File: config.mk
export PLATFORM = sky130hd
export DESIGN_NAME = turn_sequencer
export DESIGN_NICKNAME = d
export VERILOG_FILES = /design/src/rtl/turn_sequencer.sv
export SDC_FILE = /design/constraint.sdc
export NUM_CORES = 1
export LEC_CHECK = 0
export CAP_MARGIN = 0
export CORE_ASPECT_RATIO = 1.75
export CORE_MARGIN = 1.5
export CORE_UTILIZATION = 51
export DETAILED_ROUTE_END_ITERATION = 10
export GPL_TIMING_DRIVEN = 1
export MAX_ROUTING_LAYER = met4
export PLACE_DENSITY = 0.77
export SLEW_MARGIN = 20
export SYNTH_ARGS = -nofsm -noshare
export SYNTH_HDL_FRONTEND = slang
export SYNTH_SLANG_ARGS = --single-unit
export TNS_END_PERCENT = 50
File: constraint.sdc
create_clock -name clk -period 5.7 [get_ports clk]
set_input_delay 1.14 -clock clk [delete_from_list [all_inputs] [get_ports clk]]
set_output_delay 1.14 -clock clk [all_outputs]
set_load 0.05 [all_outputs]
File: src/rtl/turn_sequencer.sv
// turn_sequencer
// ------------------------------------------------------------------------
// Turn scheduler for the two-player board game. Accepts one dice roll per
// turn for the active player, moves that player's piece (clamped at the
// goal tile), publishes the new target x coordinate with a one-cycle
// pos_valid pulse, waits for the renderer's turn_done (bounded by a
// timeout), applies the question-box bonus move, and then either hands the
// turn to the other player or declares a winner.
//
// Ports
//   clk            system clock (shared with ui_render)
//   rst            synchronous, active-high reset
//   roll_valid     a dice roll is offered
//   roll_value     roll value, legal range 1..6
//   roll_ready     roll is accepted this cycle if roll_valid (IDLE only)
//   turn_done      one-cycle pulse from the renderer: movement finished
//   player1_pos_x  target x coordinate of player 1
//   player2_pos_x  target x coordinate of player 2
//   pos_valid      one-cycle pulse: targets were just updated
//   active_player  0 = player 1, 1 = player 2
//   p1_tile        player 1 tile index
//   p2_tile        player 2 tile index
//   game_over      sticky: a player reached the goal tile
//   winner         winning player, meaningful while game_over
//   timeout_err    sticky: a turn_done wait expired
// ------------------------------------------------------------------------
module turn_sequencer #(
  parameter int NUM_TILES    = 10,
  parameter int TILE_X0      = 20,
  parameter int TILE_W       = 60,
  parameter int QBOX_TILE    = 4,
  parameter int QBOX_BONUS   = 2,
  parameter int DONE_TIMEOUT = 4_000_000
) (
  input  logic       clk,
  input  logic       rst,
  input  logic       roll_valid,
  input  logic [2:0] roll_value,
  output logic       roll_ready,
  input  logic       turn_done,
  output logic [9:0] player1_pos_x,
  output logic [9:0] player2_pos_x,
  output logic       pos_valid,
  output logic       active_player,
  output logic [3:0] p1_tile,
  output logic [3:0] p2_tile,
  output logic       game_over,
  output logic       winner,
  output logic       timeout_err
);

  localparam logic [3:0]  GOAL         = 4'(NUM_TILES - 1);
  localparam logic [3:0]  QBOX         = 4'(QBOX_TILE);
  localparam logic [4:0]  BONUS_STEP   = 5'(QBOX_BONUS);
  localparam logic [23:0] TIMEOUT_LAST = 24'(DONE_TIMEOUT - 1);
  localparam logic [9:0]  X_RESET      = 10'(TILE_X0);

  typedef enum logic [2:0] {
    IDLE,
    ISSUE,
    WAIT_DONE,
    BONUS,
    FINISH
  } state_t;

  state_t      state, state_next;
  logic [3:0]  p1_tile_next, p2_tile_next;
  logic [9:0]  p1_x_next, p2_x_next;
  logic        pos_valid_next;
  logic        active_next;
  logic        game_over_next;
  logic        winner_next;
  logic        timeout_err_next;
  logic        bonus_move, bonus_move_next;
  logic [23:0] wait_cnt, wait_cnt_next;

  logic [3:0]  cur_tile;
  logic [3:0]  new_tile;
  logic        load_tile;
  logic        roll_legal;
  logic        move_finished;

  // x coordinate of a tile; widened before truncation so the product
  // never wraps before the final 10-bit cut.
  function automatic logic [9:0] tile_to_x(input logic [3:0] tile);
    logic [13:0] x_wide;
    x_wide = 14'(TILE_X0) + 14'(tile) * 14'(TILE_W);
    return x_wide[9:0];
  endfunction

  // Step a piece forward, stopping at the goal tile.
  function automatic logic [3:0] advance(input logic [3:0] tile,
                                         input logic [4:0] step);
    logic [4:0] sum;
    sum = {1'b0, tile} + step;
    return (sum > {1'b0, GOAL}) ? GOAL : sum[3:0];
  endfunction

  assign roll_ready    = (state == IDLE);
  assign cur_tile      = active_player ? p2_tile : p1_tile;
  assign roll_legal    = (roll_value != 3'd0) && (roll_value != 3'd7);
  assign move_finished = turn_done || (wait_cnt == TIMEOUT_LAST);

  // State and datapath registers. Every output except roll_ready is
  // registered here.
  always_ff @(posedge clk) begin
    if (rst) begin
      state         <= IDLE;
      p1_tile       <= 4'd0;
      p2_tile       <= 4'd0;
      player1_pos_x <= X_RESET;
      player2_pos_x <= X_RESET;
      pos_valid     <= 1'b0;
      active_player <= 1'b0;
      game_over     <= 1'b0;
      winner        <= 1'b0;
      timeout_err   <= 1'b0;
      bonus_move    <= 1'b0;
      wait_cnt      <= 24'd0;
    end else begin
      state         <= state_next;
      p1_tile       <= p1_tile_next;
      p2_tile       <= p2_tile_next;
      player1_pos_x <= p1_x_next;
      player2_pos_x <= p2_x_next;
      pos_valid     <= pos_valid_next;
      active_player <= active_next;
      game_over     <= game_over_next;
      winner        <= winner_next;
      timeout_err   <= timeout_err_next;
      bonus_move    <= bonus_move_next;
      wait_cnt      <= wait_cnt_next;
    end
  end

  // Next-state and datapath decisions. A move (roll or bonus) only ever
  // touches the active player's tile and x, which is why the write-back is
  // factored out after the case statement.
  always_comb begin
    state_next       = state;
    p1_tile_next     = p1_tile;
    p2_tile_next     = p2_tile;
    p1_x_next        = player1_pos_x;
    p2_x_next        = player2_pos_x;
    pos_valid_next   = 1'b0;
    active_next      = active_player;
    game_over_next   = game_over;
    winner_next      = winner;
    timeout_err_next = timeout_err;
    bonus_move_next  = bonus_move;
    wait_cnt_next    = wait_cnt;
    new_tile         = cur_tile;
    load_tile        = 1'b0;

    case (state)
      IDLE: begin
        if (roll_valid && roll_legal) begin
          new_tile        = advance(cur_tile, {2'b00, roll_value});
          load_tile       = 1'b1;
          pos_valid_next  = 1'b1;
          bonus_move_next = 1'b0;
          state_next      = ISSUE;
        end
      end

      ISSUE: begin
        wait_cnt_next = 24'd0;
        state_next    = WAIT_DONE;
      end

      WAIT_DONE: begin
        wait_cnt_next = wait_cnt + 24'd1;
        if (move_finished) begin
          // A done arriving on the expiry cycle is a normal completion.
          if (!turn_done) begin
            timeout_err_next = 1'b1;
          end
          if (cur_tile == GOAL) begin
            game_over_next = 1'b1;
            winner_next    = active_player;
            state_next     = FINISH;
          end else if (!bonus_move && (cur_tile == QBOX)) begin
            new_tile       = advance(cur_tile, BONUS_STEP);
            load_tile      = 1'b1;
            pos_valid_next = 1'b1;
            state_next     = BONUS;
          end else begin
            active_next = ~active_player;
            state_next  = IDLE;
          end
        end
      end

      BONUS: begin
        wait_cnt_next   = 24'd0;
        bonus_move_next = 1'b1;
        state_next      = WAIT_DONE;
      end

      FINISH: begin
        state_next = FINISH;
      end

      default: begin
        state_next = IDLE;
      end
    endcase

    if (load_tile) begin
      if (active_player) begin
        p2_tile_next = new_tile;
        p2_x_next    = tile_to_x(new_tile);
      end else begin
        p1_tile_next = new_tile;
        p1_x_next    = tile_to_x(new_tile);
      end
    end
  end

endmodule

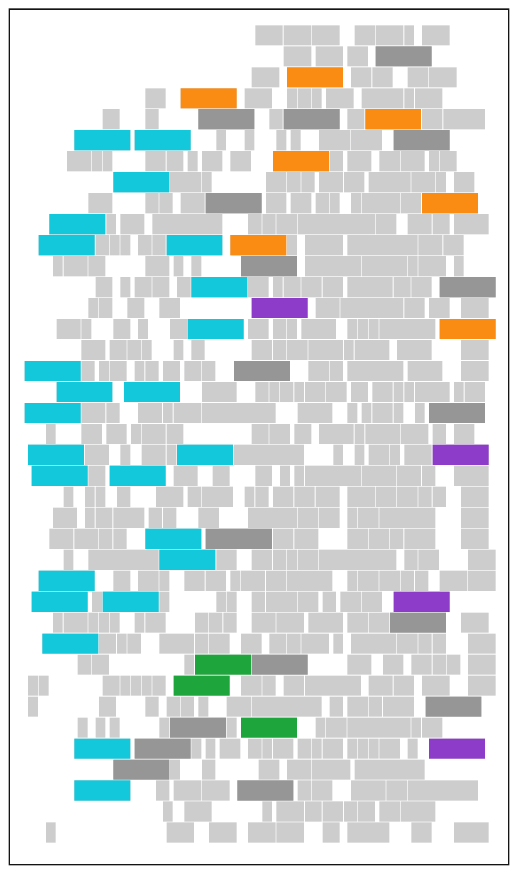
Fig. 1. Sequential cells coloured by netlist name.
Cyan is wait_cnt, placed flops 24. Purple is p2_tile, placed flops 4. Green is state, placed flops 3. Orange is player2_pos_x, placed flops 7.
Another 17 sequential cells are not coloured.
sequential cell area: 0.00110 mm^2
sequential power: 0.403 mW

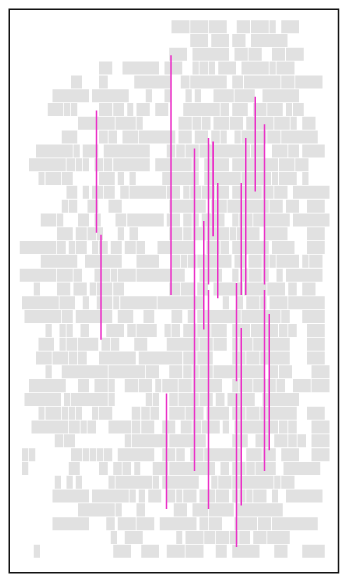
Fig. 2. Signal wires on met4.
Cells faint in the background.
The layer holds 5.6% of the routed length. The wires run mostly vertical. 17 nets have wire on it. The longest straight run is 63.2 um. The layer carries 558 um of wire.
total vias in the final route: 3406
Total Routed Length: 9.96 mm

[timing repair]
item                                    in CTS  in global routing
endpoints found under the setup margin       4                  8
hold endpoints to repair                     0                  0
pin swaps                                    9                 17
buffers inserted                             8                  6
resized                                     10                 34
[final cells by class]
class | instances | share of cell area [%]
repair buffers | 92 | 18.0
clock buffers | 5 | 2.79
multi-input cells | 311 | 50.1
well taps | 82 | 2.29
flip-flops and latches | 55 | 24.6
clock inverters | 3 | 0.335
inverters | 22 | 1.84
[tightest hold or removal path: stages (launching register included)]
cell and delay (ns):
dfxtp_1 0.31, inv_1 0.04, a21oi_1 0.05
==> summary.txt <==
Reports from this run.

- The maximum number of pins on one net before global-route repair reads 39.
- Per the run report, area growth between synthesis and finish was 32.6%.
- The area figure in the yosys stat output is 0.00338 mm^2.
- The combined area of the multi-input logic cells is 0.00225 mm^2.
- The register with the most flip-flops in the final layout is wait_cnt.
- The via count of the first global-routing pass is 3294.
- In the final report, the number of pins over their slew limit comes to 0.
- The chip width is 64.6 um.
- The maximum clock frequency reads 175 MHz.
- The main area contributors are dfxtp_1 33%, ha_1 6.7%, nor2_1 6.0%.
- The worst path setup slack after routing is -0.00847 ns.
- In the hold report, the worst path ends at game_over.
- The flop-to-flop setup slack is 0.05 ns.
- STA classifies the critical path endpoint as a register.
- The xor/xnor cell area share of the yosys netlist is 4.14%.
- The sum of overflow across all layers after global routing reads 0.
- The startpoint type of the worst setup path reads an input port.
- The power attributed to the clock group is 0.306 mW.
- The instance count after placement with tap cells included is 549.
- The post-synthesis sequential area ratio is 32.6%.
- The first-pass GRT wire length reads 15.0 mm.
- Data on the critical path is required at its endpoint by 5.85 ns.
- The number of maximum-capacitance violations recorded for the run is 0.
- The arrival time at the worst endpoint reads 5.86 ns.
- The registers reported with the highest flop counts are wait_cnt x24, player1_pos_x x7, player2_pos_x x7.
- The post-synthesis register bit count is 55.
- The largest single stage delay on the critical path is 0.59 ns.
- The total negative slack reads -0.00847 ns.
- The clock share of power reads 24.5%.
- The wire-length estimate of the detail-placed layout is 6.44 mm.
- Per the synth stats, the flop cell with the highest instance count is dfxtp_1.
- The flow ran to the end, but the final reports show violations.
- Among all cell types in the netlist, the one instantiated most often is dfxtp_1.
- TritonCTS built the clock tree.
- The mean number of vias per cell is 5.98.
- The worst-case setup slack after placement is -0.595 ns.
- The met3 track demand over resource in global routing reads 4.26%.
- The total number of placement rows is 39.
- The category of the critical setup timing path reads input port to register.
- The total power density per cell area is 278 mW/mm^2.
- The area fraction in full adders, half adders and majority gates is 10.2%.
- The count of tool warnings is 33.
- The kind of path behind the tightest hold check is register to register.
- The ratio of cells with drive above 1 in the final layout is 21.7%.
- Post-route period utilization is reported as 100%.
- Looking at the max-slew report, the worst-margin pin has a slew of 0.836 ns.
- Counting the buffers created by CTS gives 5.
- The final cell count without fillers is 570.
- The depth of the most critical reg-to-reg path reads 24.
- The critical path starts at roll_value[0].
- The biggest combinational cell group after synthesis reads simple AND/OR/NAND/NOR gates.
- The area fraction of the dominant cell type after synthesis reads 32.6%.
- The number of clock sinks reads 55.
- The worst-case headroom to the max-slew limit reads 44.1%.
- In the synthesized netlist, mux cells make up 2.11% of the area.
- The final reports fail on setup timing.
- The share of flip-flops with an asynchronous set or reset is 0%.
- According to the finish report, the design has a final net count of 518.
- Across the VDD grid, the largest voltage drop is 235 uV.
- Hold-check failures listed in the final report amount to 0.
- Per the CTS log, the root buffer master is clkbuf_16.
- The diode insertion count for antenna repair is 0.
- met2 is the most crowded layer.
- OpenSTA lists the critical path endpoint as player1_pos_x[9].
- The routed design could run at a clock period as short as 5.71 ns.
- The met2 layer wire length in the routed design reads 5.41 mm.
- The combinational share of power is 43.1%.
- The synthesized area per cell reads 8.25 um^2.
- Before placement the cells fill 52.1% of the core.
- The number of levels in the clock H-tree reads 2.
- The latest clock arrival within the worst-skew pair reads 0.30 ns.
- The core footprint reads 0.00649 mm^2.
- The library cell contributing the largest single delay on the critical path is fa_2.
- The cell count along the critical path is 21.
- The number of nets still failing antenna checks after routing is 0.
- The routed metal-1 wirelength reads 3.51 mm.
- For this run, the detailed router's first-pass iteration total came to 5.
- The commonest cells after synthesis are 55 x dfxtp_1, 54 x nor2_1, 28 x nand2_1.
- The post-synthesis compound-gate area fraction reads 18.4%.
- In this run, power in combinational logic comes to 0.537 mW.
- After layout, the design draws a total of 1.25 mW.
- In the final run the clock tree shows a worst skew of 0.00904 ns.
- According to the I/O placement log, the pin count is 41.
- The post-CTS clock slew at the launch and capture registers of the worst setup and hold paths reads 0.07 ns.
- The yosys warning tally is 0.
- The final design area excluding fillers reads 0.00448 mm^2.
- Ranked by power, first place goes to combinational logic.
- The initial antenna violation count reads 0.
- Looking at hold timing, the worst path starts from game_over.
- The cell depth of the worst hold path reads 2.
- The final setup violation count reads 1.
- The startpoint of the most critical register-to-register path is active_player.
- The number of library cell types mapped by synthesis is 61.
- In this run switching power makes up 36.2% of total power.
- The maximum buffer depth of the clock tree reads 2.
- In this run the top signal layer used is met4.
- The synthesized netlist occupies a cell area of 0.00338 mm^2.
- The basic-gate share of the synthesized area counting and, or, nand and nor cells is 26.2%.
- The sequential group share of total power is 32.3%.
- The met2 track demand over resource reads 49.7%.
- Looking at area per cell type in the netlist, the leader is dfxtp_1.
- Once iteration 0 of detailed routing completed, the report listed 227 DRC markers.
- The cts-stage hold buffer count reads 0.
- The cell type with the highest occurrence count on the critical path is inv_2.
- On met1, the global router reports a usage of 27.0%.
- The detailed-route wire length per cell is 17.5 um.
- The internal portion of the total power is 0.794 mW.
- The synth_stat.txt file lists the number of cells as 410.
- The routability-driven placement congestion ratio reads 0.992.
- The largest fanout on the critical path is 2.
- The cell leakage power is 1.87 nW.
- The number of synthesized flops with an enable pin reads 0.
- The register with the most flip-flops in the layout has 24 of them.
- The global-route usage over all layers reads 27.2%.
- The net switching power figure reads 0.451 mW.
- The post-route DRC violation count is 0.
- Setup repair after global routing could not meet its margin everywhere.
Power and IR drop assume default switching activity.
